`src/rtl/gate_vector_sequencer.sv`:
```
// rtl/gate_vector_sequencer.sv - built-in self-test sequencer for the AND/NOR/AND/NAND gate block (optional FAIL_CAPTURE_EN)
module gate_vector_sequencer #(
    parameter int SETTLE_CYCLES = 1,
    parameter int NUM_PASSES    = 1,
    parameter int CNT_W         = 8
) (
    input  logic             clk,
    input  logic             rst,
    input  logic             start,
    output logic             gate_a,
    output logic             gate_b,
    input  logic             gate_c,
    input  logic             gate_d,
    input  logic             gate_e,
    input  logic             gate_g,
    output logic             busy,
    output logic             done,
    output logic             pass,
    output logic [CNT_W-1:0] err_count,
    output logic [1:0]       vec_idx
`ifdef FAIL_CAPTURE_EN
    ,
    output logic             fail_valid,
    output logic [1:0]       fail_vec,
    output logic [3:0]       fail_obs
`endif
);

    localparam int SET_W  = (SETTLE_CYCLES > 1) ? $clog2(SETTLE_CYCLES + 1) : 1;
    localparam int PASS_W = (NUM_PASSES > 1) ? $clog2(NUM_PASSES) : 1;
    localparam logic [SET_W-1:0]  SETTLE_LOAD = SET_W'(SETTLE_CYCLES);
    localparam logic [PASS_W-1:0] LAST_PASS   = PASS_W'(NUM_PASSES - 1);

    typedef enum logic [1:0] {
        S_IDLE,
        S_SETTLE,
        S_SAMPLE,
        S_DONE
    } state_t;

    state_t            state;
    state_t            state_nx;
    logic [SET_W-1:0]  settle_cnt;
    logic [PASS_W-1:0] pass_cnt;
    logic [3:0]        expected;
    logic [3:0]        observed;
    logic              mismatch;
    logic              last_vec;
    logic              last_pass;

    // Gate drives come straight from the registered vector index, so they are glitch-free.
    assign gate_a = vec_idx[1];
    assign gate_b = vec_idx[0];
    assign pass   = done & (err_count == '0);

    // Truth table of the gate block for the currently driven vector, ordered {c,d,e,g}.
    always_comb begin
        expected  = {gate_a & gate_b, ~(gate_a | gate_b), gate_a & gate_b, ~(gate_a & gate_b)};
        observed  = {gate_c, gate_d, gate_e, gate_g};
        mismatch  = (observed != expected);
        last_vec  = (vec_idx == 2'd3);
        last_pass = (pass_cnt == LAST_PASS);
    end

    // State register.
    always_ff @(posedge clk) begin
        if (rst) begin
            state <= S_IDLE;
        end else begin
            state <= state_nx;
        end
    end

    // Next-state logic: each vector spends SETTLE_CYCLES in SETTLE then one cycle in SAMPLE.
    always_comb begin
        state_nx = state;
        case (state)
            S_IDLE: begin
                if (start) begin
                    state_nx = S_SETTLE;
                end
            end
            S_SETTLE: begin
                if (settle_cnt == SET_W'(1)) begin
                    state_nx = S_SAMPLE;
                end
            end
            S_SAMPLE: begin
                if (last_vec && last_pass) begin
                    state_nx = S_DONE;
                end else begin
                    state_nx = S_SETTLE;
                end
            end
            S_DONE: begin
                state_nx = S_IDLE;
            end
            default: begin
                state_nx = S_IDLE;
            end
        endcase
    end

    // Datapath: vector stepping, settle/pass counters, saturating error count and status flags.
    always_ff @(posedge clk) begin
        if (rst) begin
            settle_cnt <= '0;
            pass_cnt   <= '0;
            vec_idx    <= 2'd0;
            err_count  <= '0;
            busy       <= 1'b0;
            done       <= 1'b0;
`ifdef FAIL_CAPTURE_EN
            fail_valid <= 1'b0;
            fail_vec   <= 2'd0;
            fail_obs   <= 4'd0;
`endif
        end else begin
            case (state)
                S_IDLE: begin
                    if (start) begin
                        err_count  <= '0;
                        done       <= 1'b0;
                        vec_idx    <= 2'd0;
                        settle_cnt <= SETTLE_LOAD;
                        pass_cnt   <= '0;
                        busy       <= 1'b1;
`ifdef FAIL_CAPTURE_EN
                        fail_valid <= 1'b0;
                        fail_vec   <= 2'd0;
                        fail_obs   <= 4'd0;
`endif
                    end
                end
                S_SETTLE: begin
                    settle_cnt <= settle_cnt - SET_W'(1);
                end
                S_SAMPLE: begin
                    if (mismatch && (err_count != '1)) begin
                        err_count <= err_count + CNT_W'(1);
                    end
`ifdef FAIL_CAPTURE_EN
                    // Only the first failing vector of a run is kept.
                    if (mismatch && !fail_valid) begin
                        fail_valid <= 1'b1;
                        fail_vec   <= vec_idx;
                        fail_obs   <= observed;
                    end
`endif
                    if (!last_vec) begin
                        vec_idx    <= vec_idx + 2'd1;
                        settle_cnt <= SETTLE_LOAD;
                    end else if (!last_pass) begin
                        vec_idx    <= 2'd0;
                        pass_cnt   <= pass_cnt + PASS_W'(1);
                        settle_cnt <= SETTLE_LOAD;
                    end else begin
                        busy <= 1'b0;
                        done <= 1'b1;
                    end
                end
                default: begin
                end
            endcase
        end
    end

endmodule

```
`config.mk`:
```
export PLATFORM = sky130hd
export DESIGN_NAME = gate_vector_sequencer
export DESIGN_NICKNAME = d
export VERILOG_FILES = /design/src/rtl/gate_vector_sequencer.sv
export SDC_FILE = /design/constraint.sdc
export NUM_CORES = 1
export LEC_CHECK = 0
export CAP_MARGIN = 30
export CELL_PAD_IN_SITES_DETAIL_PLACEMENT = 1
export CELL_PAD_IN_SITES_GLOBAL_PLACEMENT = 2
export CORE_UTILIZATION = 27
export CTS_CLUSTER_SIZE = 25
export DETAILED_ROUTE_END_ITERATION = 6
export PLACE_DENSITY_LB_ADDON = 0.1
export SETUP_SLACK_MARGIN = 0.05
export SYNTH_ARGS = -nofsm -noshare
export SYNTH_HDL_FRONTEND = slang
export SYNTH_SLANG_ARGS = --single-unit
```
`constraint.sdc`:
```
create_clock -name clk -period 2 [get_ports clk]
set_clock_uncertainty 0.2 [all_clocks]
set_input_delay 0.4 -clock clk [delete_from_list [all_inputs] [get_ports clk]]
set_output_delay 0.4 -clock clk [all_outputs]
set_load 0.01 [all_outputs]
```
==> run summary <==
Results of the implementation run.

The flow ran to the end, and the final reports show no timing, DRC or antenna violations. The leading area contributor after synthesis is dfxtp_1. Overall routing resource usage recorded by global route was 0.155. The xor-xnor portion of the synthesized cell area came out at 0.0200. The final layout reports a setup TNS of 0 ns. The count of flip-flops with a built-in enable after synthesis is 0. The final critical-path share of the clock period came out at 0.967. Routing resource usage on met3 recorded by global route was 0.0220.

The sequential cell area came out at 308 um^2. The leftover overflow at the end of global routing came out at 0. The adder and majority gate portion of the synthesized area is 0.0572. The most frequently used library cell after synthesis is dfxtp_1. Walking the critical path from launch to capture passes 5 cell instances. By instance count after routing, the leading logic cell types are buf_4 (16), clkdlybuf4s50_1 (13), a31oi_1 (12).

The count of distinct cell types in the synthesized netlist is 35. The part of the power in combinational logic came out at 0.142. From synthesis to final layout, the design area changed by 49.2%. The path with the worst hold slack has its endpoint at busy. The worst setup path is captured at an output port. The standard cell area after detailed placement is 1210 um^2.

The worst setup path is launched from a register. Per the detail_route log, met2 wirelength is 1230 um. The flow inserted 44 tap cells.

The fraction of layout instances using a drive strength above 1 is 0.266. The prevailing logic family in the synthesized netlist is simple AND/OR/NAND/NOR gates. The fraction of final cell area spent on clock buffers and inverters in this run is 0.0211.

The yosys stat chip area came out at 875 um^2. The script computed a power per unit cell area of 451 nW/um^2. The critical path ends at pass.

The compound-gate portion of the synthesized area is 0.252. The netlist area before placement came out at 875 um^2. The number of warnings the tools reported came out at 30. Summing all multi-input logic gate instances after layout gives 557 um^2.

The area fraction of the largest cell type after synthesis is 0.343. The floorplan step defined a die boundary enclosing 3470 um^2. The layout filler cell count came out at 386.

The HPWL after detailed placement is 1830 um. The tightest hold margin is 0.312 ns. The final max-slew violation count recorded for this run is 0.

The cell group occupying the most layout area is multi-input combinational cells. The count of mapped cells out of synthesis came out at 103. The cell type of the slowest stage on the worst timing path is dfxtp_2.

The initial antenna violation count is 0. The launch point of the worst reg-to-reg path is vec_idx[1]. The switching portion of total power comes to 0.273. The yosys cell count is 103. The number of buffers created by CTS is 3. For reference, the critical path cell chain is inv_2, ha_4, nor4b_4, and4b_1, buf_2. The quantity of hold-fixing buffers added after cts is 0. Per the finish-stage timing summary, setup violations number 0. CTS placed an instance of clkbuf_4 at the clock tree root. The number of max-cap violations is 0. The clock slew at the register clock pins of the worst setup and hold paths came out at 0.10 ns. The buffer share of cell area is 0.260.

The number of non-clock inverters in the layout is 5. The synthesized net count came out at 114. Ranked by instance count, the synthesized netlist is headed by dfxtp_1 (15), a31oi_1 (12), nor2_1 (8), a21oi_1 (6). The register with the most flip-flops in the final layout is err_count.

The count of antenna diodes in the layout is 0. The first routing iteration left 20 violations. The worst reg2reg path endpoint is err_count[4].

Checking max transition, the worst relative margin is 0.734. The non-clock buffer total of the final layout is 37. Leaving out fill and tap cells, the most frequent cell in the layout is buf_4. Yosys attributes the largest share of cell area to dfxtp_1 (34%), a31oi_1 (8.6%), ha_1 (5.7%). The critical path in this run is classified as register to output port. The met1 wire length came out at 1120 um. The count of clock buffers in the final design came out at 3.

The power drawn by the clock network came out at 0.185 mW. The number of instances resized during post-cts repair came out at 13. Setup repair after global routing could not meet its margin everywhere. The min-delay analysis places its worst path in the category register to register. The post-layout net count is 151.
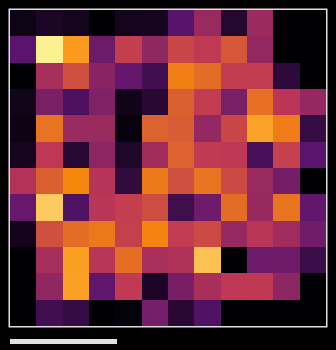
(local utilization)
The bar under the picture is 20 um long. 12 x 12 tiles, from black (low) to pale yellow (high), 0 to 100% covered.
emptiest ninth of the die: south-east
tiles over 75% full: 4.9%
nearly empty tiles: 14%
fullest tile: 97%
mean over tiles: 36%
area of the placeable core: 3050 um^2
Core Util, Final: 0.427
FP Util: 0.286

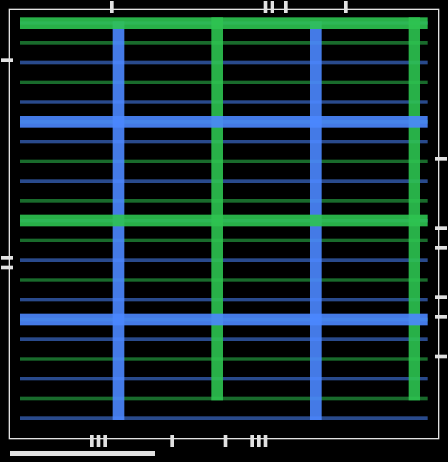
(supply network)
The bar under the picture is 20 um long. Pins as bars on the die edge.
| colour | net |
|---|---|
| green | VDD |
| blue | VSS |
signal pins: 22
met1 rails: 21
met4 straps: 4
met5 straps: 4
rows: 20
largest voltage drop on the vdd net: 0.272 mV
die height: 58.9 um
Die Width: 58.9 um

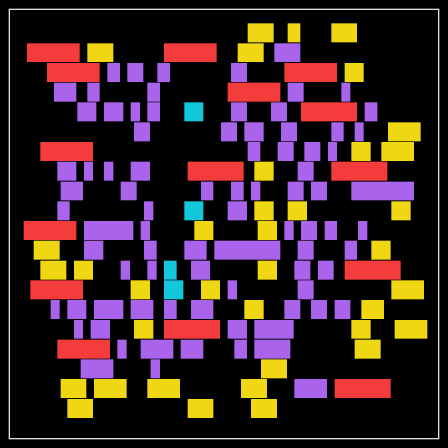
(placement by cell class)
| colour | class | cells | share of their area |
|---|---|---|---|
| cyan | clock drivers and dummy loads | 4 | 2.2% |
| red | flip-flops | 15 | 25% |
| yellow | other buffers and delay cells | 37 | 27% |
| purple | all other logic | 83 | 46% |
fraction of standard cell area that is sequential: 0.236
post-route cell area: 1310 um^2
row cnt: 20

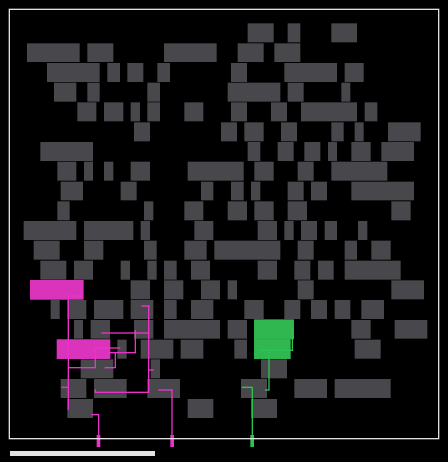
(wires at chosen ports, followed through buffers)
The bar under the picture is 20 um long.
| colour | port | bits | direction | end cells | buffers | wire |
|---|---|---|---|---|---|---|
| magenta | `vec_idx` | 2 | output | 2 | 3 | 77.9 um |
| green | `gate_g` | 1 | input | 2 | 1 | 21.2 um |
number of buffers inserted by port buffering: 21
Top Ports: 22

No activity file was given, so power comes from the tool's default toggle rates.
